`config.mk`:
```
export PLATFORM = sky130hd
export DESIGN_NAME = clarvi_mem_arbiter
export DESIGN_NICKNAME = d
export VERILOG_FILES = /design/src/rtl/clarvi_mem_arbiter_pkg.sv /design/src/rtl/clarvi_mem_arbiter_tag.sv /design/src/rtl/clarvi_mem_arbiter.sv
export SDC_FILE = /design/constraint.sdc
export NUM_CORES = 1
export LEC_CHECK = 0
export CORE_AREA = 2 2 108 110
export DETAILED_ROUTE_END_ITERATION = 10
export DIE_AREA = 0 0 110 112
export GPL_TIMING_DRIVEN = 0
export HOLD_SLACK_MARGIN = 0.15
export SLEW_MARGIN = 20
export SYNTH_ARGS = -nofsm -noshare
export SYNTH_HDL_FRONTEND = slang
export SYNTH_SLANG_ARGS = --single-unit
```
`constraint.sdc`:
```
create_clock -name clock -period 2.35 [get_ports clock]
set_input_delay 0.3525 -clock clock [delete_from_list [all_inputs] [get_ports clock]]
set_output_delay 0.3525 -clock clock [all_outputs]
set_load 0.05 [all_outputs]
```
`src/rtl/clarvi_mem_arbiter_pkg.sv`:
```
// Shared types for the Clarvi memory arbiter: the owner tag carried by each
// outstanding read, plus a pointer-width helper for the tag FIFO.
package clarvi_mem_arbiter_pkg;

    typedef enum logic {
        OWNER_INSTR = 1'b0,
        OWNER_MAIN  = 1'b1
    } mem_owner_t;

    // A depth-1 FIFO still needs a 1-bit pointer so the vectors stay legal.
    function automatic int ptr_width(input int depth);
        return (depth > 1) ? $clog2(depth) : 1;
    endfunction

endpackage

```
`src/rtl/clarvi_mem_arbiter_tag.sv`:
```
// Tag FIFO remembering which port issued each outstanding read, so returning
// data can be steered back to it. Depth need not be a power of two.
module clarvi_tag_fifo
    import clarvi_mem_arbiter_pkg::*;
#(
    parameter int DEPTH = 2
) (
    input  logic       clock,
    input  logic       reset_n,
    input  logic       push,
    input  logic       pop,
    input  mem_owner_t in,
    output mem_owner_t head,
    output logic       full,
    output logic       empty
);

    localparam int PTR_W = ptr_width(DEPTH);
    localparam int CNT_W = $clog2(DEPTH + 1);

    logic [PTR_W-1:0] rd_ptr_reg;
    logic [PTR_W-1:0] wr_ptr_reg;
    logic [CNT_W-1:0] count_reg;
    mem_owner_t       slot_reg [DEPTH];
    logic             do_push;
    logic             do_pop;

    // A pop frees its slot in the same cycle, so a push into a full FIFO is
    // legal whenever it is paired with a pop.
    assign do_pop  = pop && !empty;
    assign do_push = push && (!full || do_pop);

    assign full  = (count_reg == CNT_W'(DEPTH));
    assign empty = (count_reg == '0);
    assign head  = slot_reg[rd_ptr_reg];

    function automatic logic [PTR_W-1:0] next_ptr(input logic [PTR_W-1:0] ptr);
        return (ptr == PTR_W'(DEPTH - 1)) ? '0 : ptr + PTR_W'(1);
    endfunction

    // Pointer and occupancy bookkeeping.
    always_ff @(posedge clock or negedge reset_n) begin
        if (!reset_n) begin
            rd_ptr_reg <= '0;
            wr_ptr_reg <= '0;
            count_reg  <= '0;
        end else begin
            if (do_push) wr_ptr_reg <= next_ptr(wr_ptr_reg);
            if (do_pop)  rd_ptr_reg <= next_ptr(rd_ptr_reg);
            case ({do_push, do_pop})
                2'b10:   count_reg <= count_reg + CNT_W'(1);
                2'b01:   count_reg <= count_reg - CNT_W'(1);
                default: count_reg <= count_reg;
            endcase
        end
    end

    // Tag storage; contents are only meaningful while occupied, so no reset.
    always_ff @(posedge clock) begin
        if (do_push) slot_reg[wr_ptr_reg] <= in;
    end

endmodule

```
`src/rtl/clarvi_mem_arbiter.sv`:
```
// Shares one pipelined Avalon-MM master between the Clarvi fetch port and the
// load/store port. Selection and acceptance are combinational; read returns
// are steered by a tag FIFO of outstanding read owners.
module clarvi_mem_arbiter
    import clarvi_mem_arbiter_pkg::*;
#(
    parameter int ADDR_WIDTH  = 32,
    parameter int DATA_WIDTH  = 32,
    parameter int MAX_PENDING = 2,
    parameter int FAIR_LIMIT  = 4
) (
    input  logic                    clock,
    input  logic                    reset_n,
    input  logic [ADDR_WIDTH-1:0]   instr_address,
    input  logic                    instr_read,
    output logic                    instr_wait,
    output logic [DATA_WIDTH-1:0]   instr_read_data,
    output logic                    instr_read_data_valid,
    input  logic [ADDR_WIDTH-1:0]   main_address,
    input  logic                    main_read,
    input  logic                    main_write,
    input  logic [DATA_WIDTH/8-1:0] main_byte_enable,
    input  logic [DATA_WIDTH-1:0]   main_write_data,
    output logic                    main_wait,
    output logic [DATA_WIDTH-1:0]   main_read_data,
    output logic                    main_read_data_valid,
    output logic [ADDR_WIDTH-1:0]   mem_address,
    output logic                    mem_read,
    output logic                    mem_write,
    output logic [DATA_WIDTH/8-1:0] mem_byte_enable,
    output logic [DATA_WIDTH-1:0]   mem_write_data,
    input  logic                    mem_wait,
    input  logic [DATA_WIDTH-1:0]   mem_read_data,
    input  logic                    mem_read_data_valid,
    output logic                    protocol_error
);

    localparam int FAIR_W = $clog2(FAIR_LIMIT + 1);

    logic              lock_valid_reg;
    mem_owner_t        lock_owner_reg;
    logic [FAIR_W-1:0] fair_cnt_reg;
    logic              protocol_error_reg;

    logic       main_req;
    logic       locked_req;
    logic       lock_dropped;
    logic       sel_valid;
    mem_owner_t sel_owner;
    logic       sel_is_read;
    logic       sel_is_write;
    logic       driven;
    logic       accepted;
    logic       fifo_push;
    logic       fifo_pop;
    logic       fifo_full;
    logic       fifo_empty;
    mem_owner_t fifo_head;

    // A simultaneous read+write from main is treated as a write.
    assign main_req     = main_read || main_write;
    assign locked_req   = (lock_owner_reg == OWNER_INSTR) ? instr_read : main_req;
    assign lock_dropped = lock_valid_reg && !locked_req;

    // Owner selection: a waited command keeps the bus, then sole requester,
    // then main wins contention unless fetch has been starved FAIR_LIMIT times.
    always_comb begin
        sel_valid = instr_read || main_req;
        sel_owner = OWNER_MAIN;
        if (lock_valid_reg && locked_req)
            sel_owner = lock_owner_reg;
        else if (instr_read && !main_req)
            sel_owner = OWNER_INSTR;
        else if (!instr_read && main_req)
            sel_owner = OWNER_MAIN;
        else if (fair_cnt_reg == FAIR_W'(FAIR_LIMIT))
            sel_owner = OWNER_INSTR;
    end

    assign sel_is_read  = sel_valid && ((sel_owner == OWNER_INSTR) || !main_write);
    assign sel_is_write = sel_valid && (sel_owner == OWNER_MAIN) && main_write;

    // Reads stall only when every tag slot is taken and none frees this cycle;
    // the bus is kept quiet while reset is held.
    assign mem_read  = reset_n && sel_is_read && !(fifo_full && !fifo_pop);
    assign mem_write = reset_n && sel_is_write;
    assign driven    = mem_read || mem_write;
    assign accepted  = driven && !mem_wait;

    assign mem_address     = (sel_owner == OWNER_INSTR) ? instr_address : main_address;
    assign mem_byte_enable = (sel_owner == OWNER_INSTR) ? '1 : main_byte_enable;
    assign mem_write_data  = main_write_data;

    assign instr_wait = instr_read && !(accepted && (sel_owner == OWNER_INSTR));
    assign main_wait  = main_req && !(accepted && (sel_owner == OWNER_MAIN));

    assign fifo_push = accepted && mem_read;
    assign fifo_pop  = mem_read_data_valid && !fifo_empty;

    assign instr_read_data       = mem_read_data;
    assign main_read_data        = mem_read_data;
    assign instr_read_data_valid = fifo_pop && (fifo_head == OWNER_INSTR);
    assign main_read_data_valid  = fifo_pop && (fifo_head == OWNER_MAIN);
    assign protocol_error        = protocol_error_reg;

    clarvi_tag_fifo #(
        .DEPTH (MAX_PENDING)
    ) u_tag_fifo (
        .clock   (clock),
        .reset_n (reset_n),
        .push    (fifo_push),
        .pop     (fifo_pop),
        .in      (sel_owner),
        .head    (fifo_head),
        .full    (fifo_full),
        .empty   (fifo_empty)
    );

    // Lock, fairness counter and sticky error flag.
    always_ff @(posedge clock or negedge reset_n) begin
        if (!reset_n) begin
            lock_valid_reg     <= 1'b0;
            lock_owner_reg     <= OWNER_INSTR;
            fair_cnt_reg       <= '0;
            protocol_error_reg <= 1'b0;
        end else begin
            if (driven && mem_wait) begin
                lock_valid_reg <= 1'b1;
                lock_owner_reg <= sel_owner;
            end else if (accepted || lock_dropped) begin
                lock_valid_reg <= 1'b0;
            end

            if (!instr_read || (accepted && (sel_owner == OWNER_INSTR)))
                fair_cnt_reg <= '0;
            else if (accepted && (sel_owner == OWNER_MAIN) &&
                     (fair_cnt_reg != FAIR_W'(FAIR_LIMIT)))
                fair_cnt_reg <= fair_cnt_reg + FAIR_W'(1);

            if (lock_dropped || (main_read && main_write) ||
                (mem_read_data_valid && fifo_empty))
                protocol_error_reg <= 1'b1;
        end
    end

endmodule

```
### Selected gate families

Bar = 20 um.
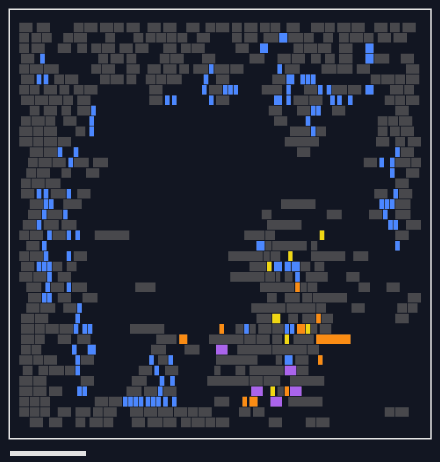
blue -> nand cells  # cells 109, where all over the die
purple -> xor and xnor cells  # cells 5
yellow -> inv cells  # cells 7
orange -> nor cells  # cells 10
fin cells: 651
logic share of the area: 0.178
dominant logic cell type in the layout: clkdlybuf4s50_1

### Track usage over the die

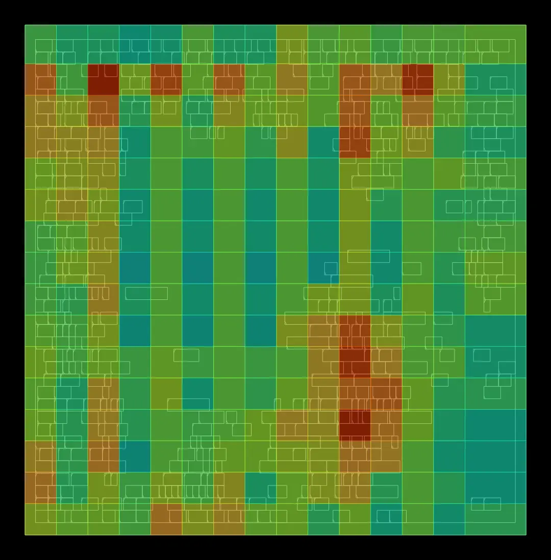
grt peak-use layer: met2
GRT Util Overall: 0.127
drt wl/cell: 13.4 um
met3 Use GR: 0.0345

==> run summary <==
yosys + openroad results -> outcome complete, but fails checks, failing checks setup timing, Clock Network Area Fraction 0.0171, first-pass GRT wire length approximately 12000 um, sequential-to-total area share from yosys stat 0.168, Largest type area fraction 0.391, hold worst-path end u_tag_fifo.wr_ptr_reg, Post-Synthesis Cells approximately 280, final setup vio count 27, most numerous logic cells after layout clkdlybuf4s50_1, buf_4, nand2_1, share of power burned in combinational logic 0.736, top cells by count, synth nand2_1, buf_4, dfrtp_1, DR DRC count 0, Worst Hold Path Cells 1, slowest cell on the critical path dfrtp_1, yosys synthesis chip area roughly 1800 um2, die height 112 um, total negative setup slack -0.814 ns, CP dominant cell by count buf_8, signal buffers share of area 0.692, GR Layer Usage met1 0.130, Initial DRC Count a little over 50, PnR worst setup slack -0.0549 ns, dpl cells roughly 630, Post-DP Area approximately 4200 um2, Core ar. 11200 um2, clock distribution power ~0.32 mW, pwr dens 527 nW/um2
-- cells by family after synthesis --
group,share of synthesized area
buffers and inverters,0.424
flip-flops,0.168
AND-OR/OR-AND,0.0719
AND/OR/NAND/NOR,0.281
XOR/XNOR,0.0237
multiplexers,0.0108
adder cells (fa/ha/maj),0.0203
-- critical path: cells and delay by family, from the launching register on --
family	cells	cell delay, ns
compound gates	1	0.36
fa+ha+maj	1	0.16
buf+inv	5	0.57
flops	1	0.36
simple gates	3	0.33
-- what timing repair did --
item | 4_1_cts | 5_1_grt
hold buffers | 1 | 0
resized | 326 | 12
hold endpoints to repair | 10 | 0
buffers inserted | 8 | 5
pin swaps | 5 | 6
endpoints found under the setup margin | 48 | 42
cloned | 1 | 2
Power and IR drop assume default switching activity.
